Figure 1. Placement view.
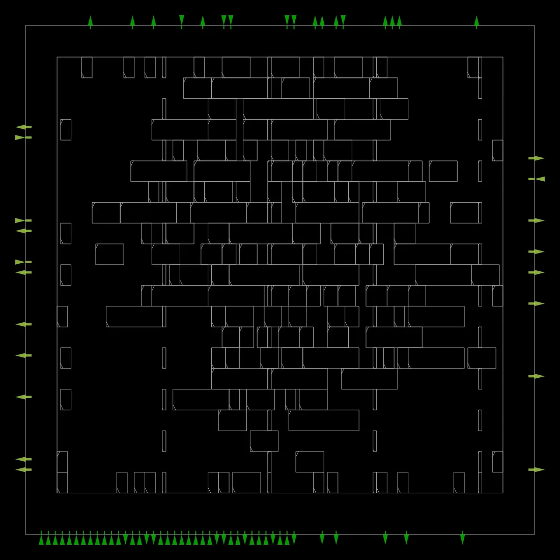
Figure 2. Cell classes on the final placement.
Fill, decap, tap and diode cells in grey.
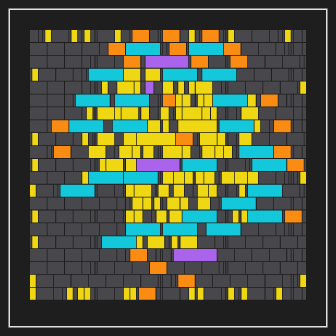
Figure 3. Sizing map.
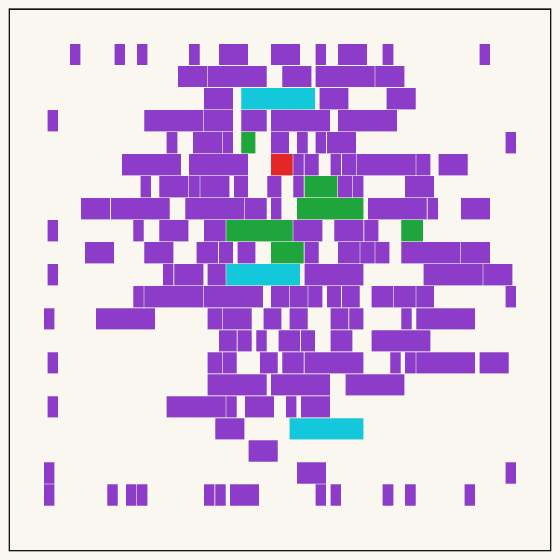
Figure 4. Routed metal, one colour a layer.
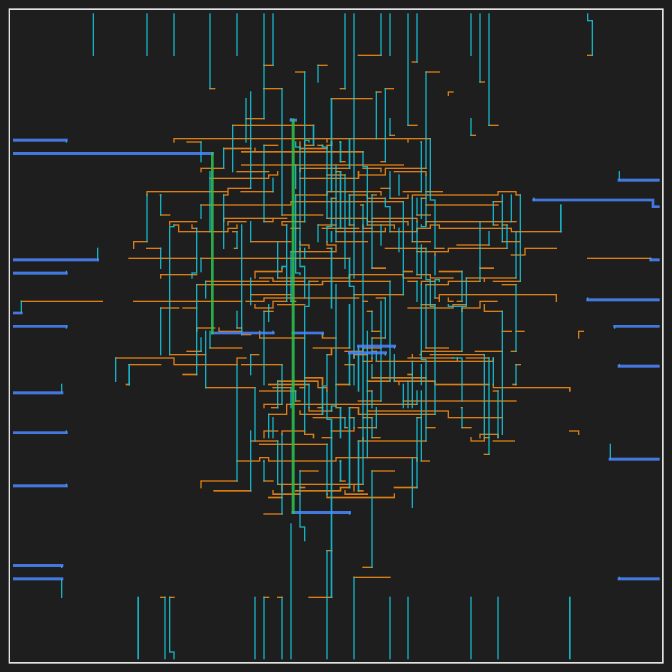
File: src/rtl/alt_vipitc130_is2vid_pkg.sv
// Shared constants for the IS2Vid mode-control slice: register map,
// status bit positions and the load-sequencer state encoding.
package alt_vipitc130_is2vid_pkg;

  // Avalon-MM register addresses
  localparam logic [1:0] ADDR_CTRL       = 2'd0;
  localparam logic [1:0] ADDR_STATUS     = 2'd1;
  localparam logic [1:0] ADDR_MODE_SEL   = 2'd2;
  localparam logic [1:0] ADDR_MODE_VALID = 2'd3;

  // Status register bit positions
  localparam int STAT_RUNNING = 0;
  localparam int STAT_PENDING = 1;
  localparam int STAT_INVALID = 2;

  // Mode-load sequencer states
  typedef enum logic [2:0] {
    ST_IDLE   = 3'd0,
    ST_CHECK  = 3'd1,
    ST_READ   = 3'd2,
    ST_SETTLE = 3'd3,
    ST_LOAD   = 3'd4
  } mode_state_e;

endpackage

File: src/rtl/alt_vipitc130_is2vid_mode_regs.sv
// Avalon-MM register file and readback mux for the IS2Vid mode control.
// Holds go, mode_select, mode_valid and the change_pending / invalid_mode
// flags; the sequencer in the parent sets and clears the flags.
module alt_vipitc130_is2vid_mode_regs #(
  parameter int NUMBER_OF_MODES = 4,
  parameter int MODE_W          = 2
) (
  input  logic                       clk,
  input  logic                       rst_n,
  input  logic [1:0]                 av_address,
  input  logic                       av_write,
  input  logic [31:0]                av_writedata,
  input  logic                       av_read,
  output logic [31:0]                av_readdata,
  input  logic                       running,
  input  logic                       seq_start,
  input  logic                       seq_discard,
  input  logic                       set_invalid,
  output logic                       go,
  output logic [MODE_W-1:0]          mode_select,
  output logic [NUMBER_OF_MODES-1:0] mode_valid,
  output logic                       change_pending
);
  import alt_vipitc130_is2vid_pkg::*;

  logic                       go_r;
  logic [MODE_W-1:0]          mode_select_r;
  logic [NUMBER_OF_MODES-1:0] mode_valid_r;
  logic                       pending_r;
  logic                       invalid_r;
  logic [31:0]                readdata_r;
  logic [31:0]                rd_mux_s;
  logic                       wr_ctrl_s;
  logic                       wr_status_s;
  logic                       wr_sel_s;
  logic                       wr_valid_s;
  logic                       pend_set_s;
  logic                       unused_wdata_s;

  assign wr_ctrl_s   = av_write && (av_address == ADDR_CTRL);
  assign wr_status_s = av_write && (av_address == ADDR_STATUS);
  assign wr_sel_s    = av_write && (av_address == ADDR_MODE_SEL);
  assign wr_valid_s  = av_write && (av_address == ADDR_MODE_VALID);
  // A new mode request, or starting from stopped, both need a load sequence
  assign pend_set_s  = wr_sel_s || (wr_ctrl_s && av_writedata[0] && !running);
  assign unused_wdata_s = ^av_writedata;

  // Writable configuration registers
  always_ff @(posedge clk) begin
    if (!rst_n) begin
      go_r          <= 1'b0;
      mode_select_r <= '0;
      mode_valid_r  <= '0;
    end else begin
      if (wr_ctrl_s)  go_r          <= av_writedata[0];
      if (wr_sel_s)   mode_select_r <= av_writedata[MODE_W-1:0];
      if (wr_valid_s) mode_valid_r  <= av_writedata[NUMBER_OF_MODES-1:0];
    end
  end

  // change_pending: a new request wins over a same-cycle clear by the sequencer
  always_ff @(posedge clk) begin
    if (!rst_n) begin
      pending_r <= 1'b0;
    end else if (pend_set_s) begin
      pending_r <= 1'b1;
    end else if (seq_start || seq_discard) begin
      pending_r <= 1'b0;
    end
  end

  // invalid_mode: sticky, write-1-to-clear, a new detection wins over the clear
  always_ff @(posedge clk) begin
    if (!rst_n) begin
      invalid_r <= 1'b0;
    end else if (set_invalid) begin
      invalid_r <= 1'b1;
    end else if (wr_status_s && av_writedata[STAT_INVALID]) begin
      invalid_r <= 1'b0;
    end
  end

  // Readback mux, zero-extended to the bus width
  always_comb begin
    rd_mux_s = 32'd0;
    case (av_address)
      ADDR_CTRL: rd_mux_s[0] = go_r;
      ADDR_STATUS: begin
        rd_mux_s[STAT_RUNNING] = running;
        rd_mux_s[STAT_PENDING] = pending_r;
        rd_mux_s[STAT_INVALID] = invalid_r;
      end
      ADDR_MODE_SEL:   rd_mux_s[MODE_W-1:0]          = mode_select_r;
      ADDR_MODE_VALID: rd_mux_s[NUMBER_OF_MODES-1:0] = mode_valid_r;
      default:         rd_mux_s = 32'd0;
    endcase
  end

  // Registered read data, one cycle after av_read, zero when not reading
  always_ff @(posedge clk) begin
    if (!rst_n) begin
      readdata_r <= 32'd0;
    end else if (av_read) begin
      readdata_r <= rd_mux_s;
    end else begin
      readdata_r <= 32'd0;
    end
  end

  assign av_readdata    = readdata_r;
  assign go             = go_r;
  assign mode_select    = mode_select_r;
  assign mode_valid     = mode_valid_r;
  assign change_pending = pending_r;

endmodule

File: src/rtl/alt_vipitc130_is2vid_mode_control.sv
// IS2Vid mode control: sequences a mode change (validate, read bank,
// let calculate_mode settle, strobe load) and only lets it land at a
// frame boundary, or immediately when the timing generator is stopped.
module alt_vipitc130_is2vid_mode_control #(
  parameter int NUMBER_OF_MODES = 4,
  parameter int MODE_W          = 2
) (
  input  logic              clk,
  input  logic              rst_n,
  input  logic [1:0]        av_address,
  input  logic              av_write,
  input  logic [31:0]       av_writedata,
  input  logic              av_read,
  output logic [31:0]       av_readdata,
  input  logic              frame_end,
  output logic [MODE_W-1:0] bank_addr,
  output logic              bank_rd,
  output logic              mode_load,
  output logic [MODE_W-1:0] active_mode,
  output logic              running
);
  import alt_vipitc130_is2vid_pkg::*;

  localparam int MODE_SPACE = 1 << MODE_W;

  mode_state_e                state_r;
  mode_state_e                state_next_s;
  logic [MODE_W-1:0]          seq_mode_r;
  logic [MODE_W-1:0]          bank_addr_r;
  logic                       bank_rd_r;
  logic                       mode_load_r;
  logic [MODE_W-1:0]          active_mode_r;
  logic                       running_r;
  logic                       go_s;
  logic [MODE_W-1:0]          mode_select_s;
  logic [NUMBER_OF_MODES-1:0] mode_valid_s;
  logic                       pending_s;
  logic [MODE_SPACE-1:0]      valid_ext_s;
  logic                       mode_ok_s;
  logic                       start_s;
  logic                       discard_s;
  logic                       set_invalid_s;

  alt_vipitc130_is2vid_mode_regs #(
    .NUMBER_OF_MODES (NUMBER_OF_MODES),
    .MODE_W          (MODE_W)
  ) u_regs (
    .clk            (clk),
    .rst_n          (rst_n),
    .av_address     (av_address),
    .av_write       (av_write),
    .av_writedata   (av_writedata),
    .av_read        (av_read),
    .av_readdata    (av_readdata),
    .running        (running_r),
    .seq_start      (start_s),
    .seq_discard    (discard_s),
    .set_invalid    (set_invalid_s),
    .go             (go_s),
    .mode_select    (mode_select_s),
    .mode_valid     (mode_valid_s),
    .change_pending (pending_s)
  );

  // Mode validity: indices beyond NUMBER_OF_MODES see a zero valid bit
  always_comb begin
    valid_ext_s = '0;
    valid_ext_s[NUMBER_OF_MODES-1:0] = mode_valid_s;
    mode_ok_s = valid_ext_s[seq_mode_r];
  end

  // Next-state logic and sequencer control strobes
  always_comb begin
    state_next_s  = state_r;
    start_s       = 1'b0;
    discard_s     = 1'b0;
    set_invalid_s = 1'b0;
    case (state_r)
      ST_IDLE: begin
        if (pending_s && go_s && (!running_r || frame_end)) begin
          state_next_s = ST_CHECK;
          start_s      = 1'b1;
        end else if (!go_s && running_r && frame_end) begin
          discard_s    = 1'b1;
        end else begin
          state_next_s = ST_IDLE;
        end
      end
      ST_CHECK: begin
        if (mode_ok_s) begin
          state_next_s  = ST_READ;
        end else begin
          state_next_s  = ST_IDLE;
          set_invalid_s = 1'b1;
        end
      end
      ST_READ:   state_next_s = ST_SETTLE;
      ST_SETTLE: state_next_s = ST_LOAD;
      ST_LOAD:   state_next_s = ST_IDLE;
      default:   state_next_s = ST_IDLE;
    endcase
  end

  // State register
  always_ff @(posedge clk) begin
    if (!rst_n) begin
      state_r <= ST_IDLE;
    end else begin
      state_r <= state_next_s;
    end
  end

  // Latch the requested mode as the sequence leaves IDLE so later writes
  // cannot change the mode being loaded
  always_ff @(posedge clk) begin
    if (!rst_n) begin
      seq_mode_r <= '0;
    end else if (start_s) begin
      seq_mode_r <= mode_select_s;
    end
  end

  // Registered bank interface: strobe in READ, address held through LOAD
  always_ff @(posedge clk) begin
    if (!rst_n) begin
      bank_rd_r   <= 1'b0;
      bank_addr_r <= '0;
    end else begin
      bank_rd_r <= (state_next_s == ST_READ);
      if (state_next_s == ST_READ) bank_addr_r <= seq_mode_r;
    end
  end

  // Load strobe, active mode and run enable, all updated in the LOAD cycle
  always_ff @(posedge clk) begin
    if (!rst_n) begin
      mode_load_r   <= 1'b0;
      active_mode_r <= '0;
      running_r     <= 1'b0;
    end else begin
      mode_load_r <= (state_next_s == ST_LOAD);
      if (state_next_s == ST_LOAD) begin
        active_mode_r <= seq_mode_r;
        running_r     <= 1'b1;
      end else if (discard_s) begin
        running_r     <= 1'b0;
      end
    end
  end

  assign bank_addr   = bank_addr_r;
  assign bank_rd     = bank_rd_r;
  assign mode_load   = mode_load_r;
  assign active_mode = active_mode_r;
  assign running     = running_r;

endmodule

File: config.mk
export PLATFORM = sky130hd
export DESIGN_NAME = alt_vipitc130_is2vid_mode_control
export DESIGN_NICKNAME = d
export VERILOG_FILES = /design/src/rtl/alt_vipitc130_is2vid_pkg.sv /design/src/rtl/alt_vipitc130_is2vid_mode_regs.sv /design/src/rtl/alt_vipitc130_is2vid_mode_control.sv
export SDC_FILE = /design/constraint.sdc
export NUM_CORES = 1
export LEC_CHECK = 0
export CAP_MARGIN = 25
export CORE_MARGIN = 4
export CORE_UTILIZATION = 37
export CTS_BUF_LIST = sky130_fd_sc_hd__clkbuf_16
export DETAILED_ROUTE_END_ITERATION = 16
export PLACE_DENSITY = 0.78
export RECOVER_POWER = 100
export SLEW_MARGIN = 20
export SYNTH_ARGS = -nofsm -noshare
export SYNTH_HDL_FRONTEND = slang
export SYNTH_SLANG_ARGS = --single-unit
File: constraint.sdc
create_clock -name clk -period 2.2 [get_ports clk]
set_clock_uncertainty 0.05 [all_clocks]
set_input_delay 0.44 -clock clk [delete_from_list [all_inputs] [get_ports clk]]
set_output_delay 0.44 -clock clk [all_outputs]
set_load 0.005 [all_outputs]
==> impl_metrics.yaml <==
# generated from flow reports
job:
  timing.max_cap.violations: 0
  warning_count: 54
sta:
  final_hold_viol_count: 0
  timing.final.crit_share_pct: 81.20
  worst_slew_pin_slew_ps: 589.6
  finalHoldWorstSlack_ps: 423.2
  max_clock_freq_mhz: 559.8
  rsz0062_at_grt: "no"
  finalSetupTns_ps: 0
power_and_ir_drop:
  power.group.top: "sequential cells"
  seqPwrFrac_pct: 49.9
  power_report.internal_total_uw: 736.5
  netSwitchingFraction_pct: 20.91
  pwr-share-clk_pct: 42.4
  leakage_uw: 0.0006659
  comb_power_uw: 70.8
  powerClk_uw: 395
  vdd.ir_drop.worst_mv: 0.2331
logic_synthesis:
  yosysWarningCount: 0
  ys_sh_adder_pct: 0
  ys_chip_area_um2: 1275
  post_synth_mux_area_share_pct: 14.72
  post_synth_inst_count: 139
  post_synth.cell_area_avg_um2: 9.172
  ys_cells: 139
  synthesis.area_um2: 1275
placement:
  dp_cells: 201
  detailedPlacementHpwl_um: 1688
  io_buffers: 21
  place.gp.congestion: 0.7746
die:
  die_height_um: 66.70
  placeableCoreArea_um2: 3337
  chipWidth_um: 66.70
  rows: 21
clocking:
  hold_buffers: 0
  post_cts.repair.setup_buffers: 0
  cts-resized-gates: 0
  cts.clk_slew.worst_paths_ps: 60
  clock_sink_count: 25
  htree_num_levels: 1
  clock_path_buffers: 2
  tritoncts.num_buffers: 3
  insertion_delay_to_the_later_sink_of_the_worst_skew_pair_ps: 260
detailed_routing:
  routed_wire_length_um: 2153
  1st_iter_drt_viols: 43
  drt-met1-wl_um: 895
  met2RoutedLength_um: 1063
  dr_wl_met3_um: 135
  highest_metal_used: "met4"
  drc_errors: 0
  routed-via-count: 911
  final_antenna_net_count: 0
  routed_via_density: 4.444
worst_setup_path:
  reg2reg_depth: 3
  critical_path.endpoint_type: "primary output"
  crit-reg2reg-launch: "seq_mode_r[0]"
  slowest_cell_delay_on_critical_path_ps: 610
  critPathSlowestCell: "dlygate4sd3_1"
  cp_cell_sequence: "dlygate4sd3_1"
  timing.setup.critical_path_class: "flip-flop to primary output"
  timing.reg2reg.setup_slack_ps: 530
  crit_cells: 1
  crit_path_start: "running"
  critical_path_rt_ps: 1710
  path_buffers: 1
final_layout:
  num-nets-final: 199
  diode_count: 0
  final_layout_size_suffix_gt1_share_pct: 6.289
  finish.cell_count_without_fillers: 205
min_path:
  hp-class: "flip-flop to flip-flop"
grt:
  grt.met3_usage_pct: 2.361
  grt.met2_usage_pct: 15.35
  globalRouteOverflowTotal: 0
  grt_start_max_net_pins: 15
  global_routing_usage_on_met1_pct: 13.71
  groute.usage.overall_pct: 10.54
status:
  outcome: "completed"
Back to the opening pictures, Figure 1:
fill count: 344
flip-flop and latch share of the layout cell area: 33.56%
total number of sequential cells: 25
total number of tap cells: 46

Back to the opening pictures, Figure 2:
colour	class	cells	share of their area
orange	remaining buffers and delay cells	22	15%
yellow	combinational and other logic	108	44%
cyan	sequential cells	25	35%
purple	clock drivers and dummy loads	4	5.6%

Back to the opening pictures, Figure 3:
colour	size	cells	share
green	_2 cells	6	3.8%
cyan	_6 and larger	3	1.9%
purple	_0 and _1 cells	149	94%
red	_3 and _4 cells	1	0.63%
Setup WS post-layout: 413.7 ps
Layout Area Growth over Synthesis: 16.98%
final design area excluding fillers: 1491 um2
bufs w/o clock: 22

Back to the opening pictures, Figure 4:
colour	layer	wire length
blue	metal 3	136 um
green	metal 4	58.5 um
cyan	metal 2	1060 um
orange	metal 1	896 um

cell usage after synthesis:
library cell  count  area share [%]
o21ai_0           5             2.0
nor2b_1           4             2.0
inv_1             1            0.29
a41o_1            1            0.79
buf_6             1            0.88
o31ai_1           2             1.2
nor2_1           13             3.8
conb_1            1            0.29
or3_1             1            0.49
buf_4            28              16
clkbuf_1          4             1.2
mux4_2            2             3.5
dfxtp_1          25              39
mux2_2            2             1.8
nor3b_1           4             2.4
a21oi_1           8             3.1
and3_4            1            0.88
nand4_1           2            0.98
and2_1            1            0.49
nand2_1           7             2.1
or2_1             1            0.49
nand2b_1          3             1.5
mux2i_1          12             9.4
nand3_1           3             1.2
nor3_1            3             1.2
nand4b_1          1            0.69
nand3b_1          3             1.8
final cells by class:
cell class | instances | area [um2]
clock buffer | 3 | 75.07
multi-input combinational | 107 | 631.9
timing repair buffer | 22 | 217.7
fill | 344 | 1846
clock inverter | 1 | 5.005
tap | 46 | 57.56
sequential | 25 | 500.5
inverter | 1 | 3.754
sequential cells by signal (all words and copies together) (netlist names), 2 cells and up:
register	flops
bank_addr	2
u_regs.mode_valid	4
active_mode	2
u_regs.mode_select	2
state_r	3
seq_mode_r	2
u_regs.av_readdata	4
logic make-up after synthesis:
group / after synthesis
DFF: 25
AOI/OAI and AO/OA: 16
other: 1
buffers and inverters: 34
and+or+nand+nor: 47
muxes: 16
per-stage QoR:
stage          total power [uW]  area (um2)  utilization, %
6_report                  931.2        1491           44.69
5_1_grt                   972.0        1491           44.69
4_1_cts                   944.0        1495           44.81
3_5_place_dp              546.3        1415           42.41
3_3_place_gp              545.5        1415           42.41
2_1_floorplan             553.2        1376               -
worst register-to-register path: stages, from the launching register on:
cell     delay, ps
dfxtp_1        470
mux4_2         590
and3_2         240
or2_1          210
Power is estimated from default activity; no workload was simulated.
